Design tact_debounce_flat, sky130hd; sources not shown.
### Sizing map

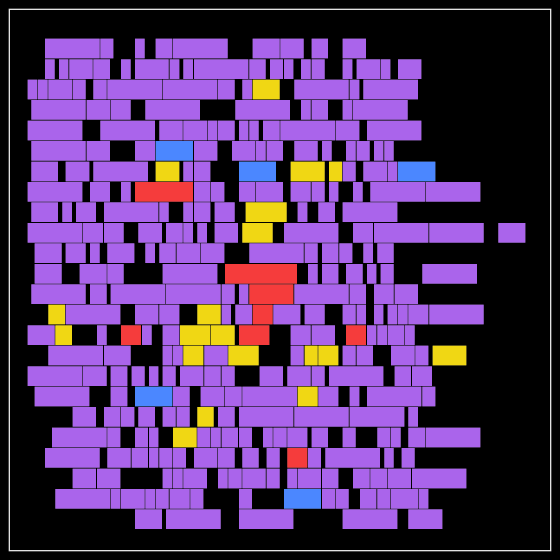
Key: _0 and _1 cells = purple [cells 288]; _6 and larger = blue [cells 5]; _3 and _4 cells = red [cells 8]; _2 cells = yellow [cells 19]
area delta synth->final: 5.27%
design area: 0.00290 mm2

### Congestion heat map

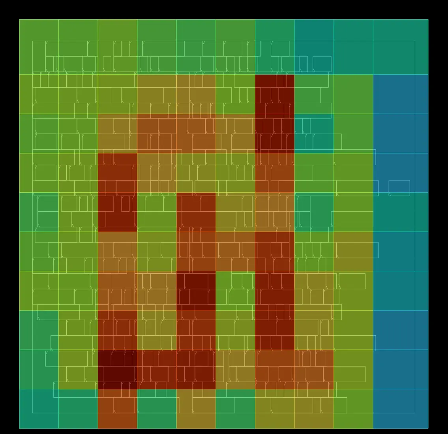
global-route met1 utilization: 33.2%
met2 track demand over resource: 40.1%
GRT Overall Usage: 24.9%
met3 usage: 6.05%

### The metal 1 layer

Cells faint in the background.
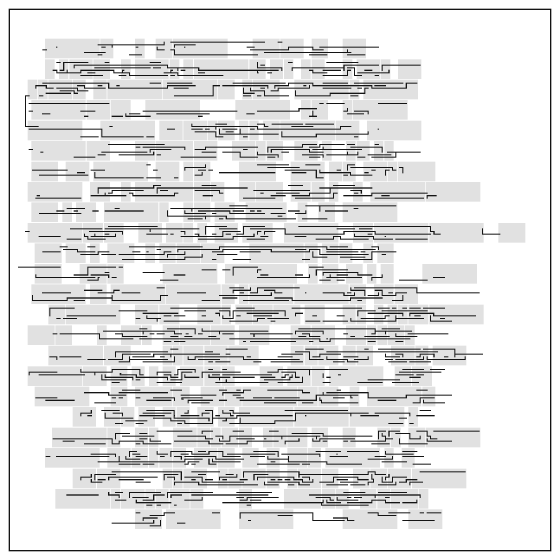
The wires run mostly horizontal. The longest straight run is 17.5 um. 311 nets have wire on it.
DRT Wirelength: 6170 um
Via Count: 2,483

==> results.txt <==
run metrics: status finished, final reports clean, Simple Share, Synth 28.2%, WL per Instance 16.6 um, achievable frequency 392 MHz, pin count of the biggest net entering global routing 18, # nets final 324, TNS Setup 0 ps, sequential power 0.517 mW, # fillers 355, Post-Place Cell Area 0.00281 mm2, internal power 0.639 mW, # placed instances 364, number of flops mapped to enable cells by yosys 0, WP data required 4340 ps, clock root buffer master clkbuf_8, CTS tree done, yosys aoi share 22.5%, Largest cells by area dfxtp_1 39%, nor2_1 4.2%, nand2_1 4.0%, Slew Viols, Final 0, post-synth top area cell dfxtp_1, flop and latch count out of synthesis 53, Die ar. 0.00515 mm2, post-synthesis xor/xnor area fraction 4.77%, Synth top cell by count dfxtp_1, initial antenna violation count 0, Post-Route Utilization 66.2%, Worst Setup End Kind flop, P_leak 0.978 nW, antenna fix cells 0, Place WS 1260 ps, DRC violations left 0, R2R cell count 6, Pre-Place Util 62.8%, Synth Instances 315, clk_skew 8.32 ps, Largest logic family simple AND/OR/NAND/NOR gates, RSZ-0062 raised after global routing false, Power Density 285 mW/mm2, main flop type dfxtp_1, maximum vdd drop 0.253 mV, share of cells above drive strength 1 10.0%, global route total overflow 0, type of the tightest min-delay check flop to flop, Top-area cell share 38.5%, Mean Syn Cell Area 8.75 um2, input/output buffers 7, Latency at later pin 310 ps, die height 71.8 um, Post-synth seq share 38.5%, Clock Tree Buf Depth 2, max reg flops 25, Netlist Area Pre-Place 0.00276 mm2, Sequential Power Share 62.6%, Net Sw Frac 22.8%, worst setup margin 1550 ps, Comb area 0.00156 mm2, Final Setup Violations 0, post-CTS sizing 0, H-tree Lvls 2, DP Wirelength 4310 um, antenna-violating nets left 0, setup repair bufs after CTS 0, flop2flop setup slack 1550 ps, first-pass GRT wire length 10,200 um, critical path type flop to flop, fraction of power consumed by the clock network 35.6%, ys cells 315, chip width 71.8 um, crit path launch type flop, maxcap violations 0, YS chip area 0.00276 mm2, register area 0.00106 mm2, most instantiated cells after synthesis 53 x dfxtp_1, 31 x nor2_1, 29 x nand2_1, 21 x nand3_1, clk sinks 53, yosys warning tally 0, P_clk 0.295 mW, Mux cell area share 0.363%, adder-cell share of the synthesized area 0.908%, largest power group sequential cells, CTS hold repair buffers 0, slew of the pin with the lowest slew margin 731 ps, Final Hold Viols 0, fin crit share 62.2%, most frequent cells in the layout 53 x dfxtp_1, 31 x nor2_1, 29 x nand2_1, Cell Type Count 73, Tmin final 2550 ps, ys async rst share 0%, PnR Total Power 0.827 mW, combinational share of power 1.8%, register clock-pin slew on the reported worst setup and hold paths 100 ps
routing by layer:
layer | part of all wire, % | vias to the layer above | track usage [%]
met5 | 0 | - | 0
met1 | 45 | 1168 | 33.2
met2 | 46 | 108 | 40.1
li1 | - | 1194 | -
met4 | 1.7 | 0 | 7.34
met3 | 7.5 | 13 | 6.05
critical path, stage by stage, from the launching register on:
cell,delay [ps]
dfxtp_1,420
ha_1,270
nand4_2,190
or4_4,590
o21ai_2,460
o21ai_1,310
o21ai_0,240
final cells by class:
cell class	count	share of cell area (%)
repair buffers	10	3.19
multi-input cells	240	53.8
flip-flops and latches	53	36.6
inverters	9	1.16
well taps	52	2.24
clock buffers	5	2.37
clock inverters	3	0.604
Power is estimated from default activity; no workload was simulated.
